===== config.mk =====
export PLATFORM = sky130hd
export DESIGN_NAME = pr_bus_arbiter
export DESIGN_NICKNAME = d
export VERILOG_FILES = /design/src/rtl/pr_bus_arbiter.sv
export SDC_FILE = /design/constraint.sdc
export NUM_CORES = 1
export LEC_CHECK = 0
export CAP_MARGIN = 20
export CORE_AREA = 2 2 127 129
export DETAILED_ROUTE_END_ITERATION = 8
export DIE_AREA = 0 0 129 131
export PLACE_DENSITY_LB_ADDON = 0.3
export SLEW_MARGIN = 20
export SYNTH_ARGS = -nofsm -noshare
export SYNTH_HDL_FRONTEND = slang
export SYNTH_SLANG_ARGS = --single-unit

===== constraint.sdc =====
create_clock -name clk_i -period 2.9 [get_ports clk_i]
set_input_delay 0.725 -clock clk_i [delete_from_list [all_inputs] [get_ports clk_i]]
set_output_delay 0.725 -clock clk_i [all_outputs]
set_load 0.01 [all_outputs]

===== src/rtl/pr_bus_arbiter.sv =====
// Processor bus arbiter: the CPU MEM stage always owns the bus, and a burst DMA master
// fills the cycles with no CPU access. DMA beats are word-aligned and incrementing.
module pr_bus_arbiter #(
    parameter int unsigned AW    = 32,
    parameter int unsigned LEN_W = 5,
    parameter int unsigned CNT_W = 16
) (
    input  logic             clk_i,
    input  logic             reset_i,
    input  logic [AW-1:0]    cpu_addr_i,
    input  logic [3:0]       cpu_be_i,
    input  logic [31:0]      cpu_wd_i,
    input  logic             cpu_we_i,
    input  logic             cpu_re_i,
    output logic [31:0]      cpu_rd_o,
    input  logic             dma_req_i,
    input  logic [AW-1:0]    dma_addr_i,
    input  logic [LEN_W-1:0] dma_len_i,
    input  logic             dma_we_i,
    input  logic [31:0]      dma_wd_i,
    input  logic             dma_abort_i,
    output logic             dma_gnt_o,
    output logic             dma_beat_o,
    output logic [31:0]      dma_rd_o,
    output logic             dma_done_o,
    output logic [CNT_W-1:0] dma_wait_o,
    output logic [AW-1:0]    bus_addr_o,
    output logic [3:0]       bus_be_o,
    output logic [31:0]      bus_wd_o,
    output logic             bus_we_o,
    input  logic [31:0]      bus_rd_i
);

    typedef enum logic [1:0] {StIdle, StXfer, StDone} state_e;

    state_e           state_q, state_d;
    logic [AW-1:0]    addr_q, addr_d;
    logic [LEN_W-1:0] rem_q, rem_d;
    logic             we_q, we_d;
    logic [CNT_W-1:0] wait_q, wait_d;
    logic             cpu_act;
    logic             beat;

    assign cpu_act = cpu_re_i | cpu_we_i;

    always_comb begin
        state_d = state_q;
        addr_d  = addr_q;
        rem_d   = rem_q;
        we_d    = we_q;
        wait_d  = wait_q;
        beat    = 1'b0;
        unique case (state_q)
            StIdle: begin
                if (dma_req_i) begin
                    if (dma_len_i != '0) begin
                        addr_d  = {dma_addr_i[AW-1:2], 2'b00};
                        rem_d   = dma_len_i;
                        we_d    = dma_we_i;
                        wait_d  = '0;
                        state_d = StXfer;
                    end else begin
                        state_d = StDone;
                    end
                end
            end
            StXfer: begin
                if (cpu_act) begin
                    if (wait_q != '1) begin
                        wait_d = wait_q + CNT_W'(1);
                    end
                end else begin
                    beat   = 1'b1;
                    addr_d = addr_q + AW'(4);
                    rem_d  = rem_q - LEN_W'(1);
                end
                // An abort still lets a beat in the same cycle complete.
                if ((beat && rem_q == LEN_W'(1)) || dma_abort_i) begin
                    state_d = StDone;
                end
            end
            StDone: begin
                state_d = StIdle;
            end
            default: begin
                state_d = StIdle;
            end
        endcase
    end

    always_comb begin
        bus_addr_o = cpu_addr_i;
        bus_be_o   = cpu_be_i;
        bus_wd_o   = cpu_wd_i;
        bus_we_o   = cpu_we_i;
        if (beat) begin
            bus_addr_o = addr_q;
            bus_be_o   = 4'b1111;
            bus_wd_o   = dma_wd_i;
            bus_we_o   = we_q;
        end
    end

    assign cpu_rd_o   = bus_rd_i;
    assign dma_rd_o   = bus_rd_i;
    assign dma_beat_o = beat;
    assign dma_gnt_o  = (state_q == StXfer);
    assign dma_done_o = (state_q == StDone);
    assign dma_wait_o = wait_q;

    always_ff @(posedge clk_i) begin
        if (reset_i) begin
            state_q <= StIdle;
            addr_q  <= '0;
            rem_q   <= '0;
            we_q    <= 1'b0;
            wait_q  <= '0;
        end else begin
            state_q <= state_d;
            addr_q  <= addr_d;
            rem_q   <= rem_d;
            we_q    <= we_d;
            wait_q  <= wait_d;
        end
    end

endmodule

==> reports/qor.yml <==
status:
  status: "finished clean"
cts:
  cts_made_buffers: 5
  path_clk_slew_ns: 0.07
  cts_sinks: 54
  post_cts_buffers: 2
finish:
  n_sequential_cell: 54
  nClkBuffers: 7
  drive_gt1_frac: 0.07442
  ff_latch_area_um2: 1081
  final_cell_area_um2: 6968
  layout_top_cell: "nand2_1"
  layout_top_cells: "nand2_1 (239), clkdlybuf4s50_1 (156), dlygate4sd2_1 (64)"
  inverters_excl_clock: 7
yosys:
  ff_type: "dfxtp_1"
  common_cells: "nand2_1 (239), buf_4 (66), dfxtp_1 (54)"
  yosys.cell_count.top_type: "nand2_1"
power_and_ir_drop:
  comb_power_share: 0.349
  power.switching_mw: 0.6994
  switching_share: 0.3133
min_path:
  hold_end: "rem_q[1]$_SDFFE_PP0P_"
  min_path_cells: 2
  hold_path_class: "register to register"
setup_path:
  path_cells: "dlygate4sd2_1 > nor2_4 > nand2_4 > buf_12 > bufbuf_16 > nand2_1 > nand2_1 > dlygate4sd2_1"
  reg2reg_depth: 6
  endpoint_kind: "output port"
global_routing:
  grt-busiest-layer: "met2"
route:
  vias_per_cell: 5.015
  top_layer: "met4"
  dr.pass1.iters: 4
  drc: 0
  routedWlPerCell_um: 15.76
die:
  fp.dieH_um: 131
### Metal 1

The bar under the picture is 50 um long. Supply wires on this layer in grey.
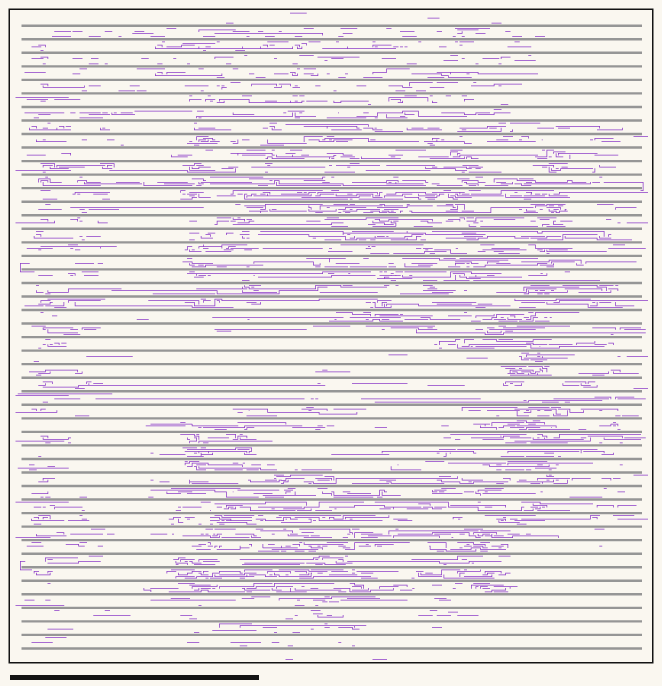
The wires run mostly horizontal. The layer carries 6,960 um of wire. The longest straight run is 49.5 um. 851 nets have wire on it.
via count: 5,396
met1 usage: 0.2451

### Met2 routing

Cells faint in the background.
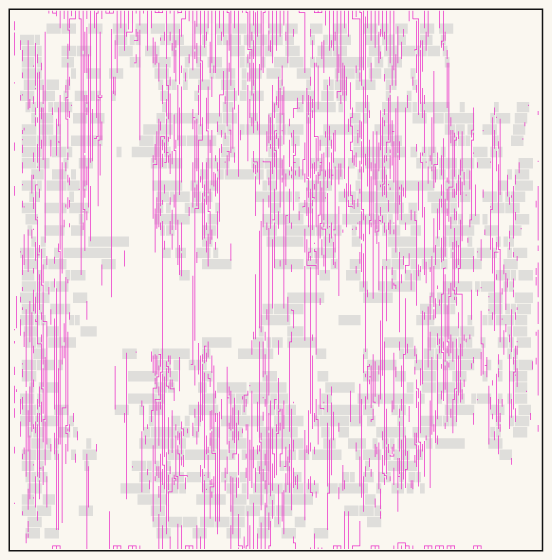
812 nets have wire on it. The longest straight run is 64.9 um.
grt met2 use: 0.3184
final wirelength: 16.95 mm

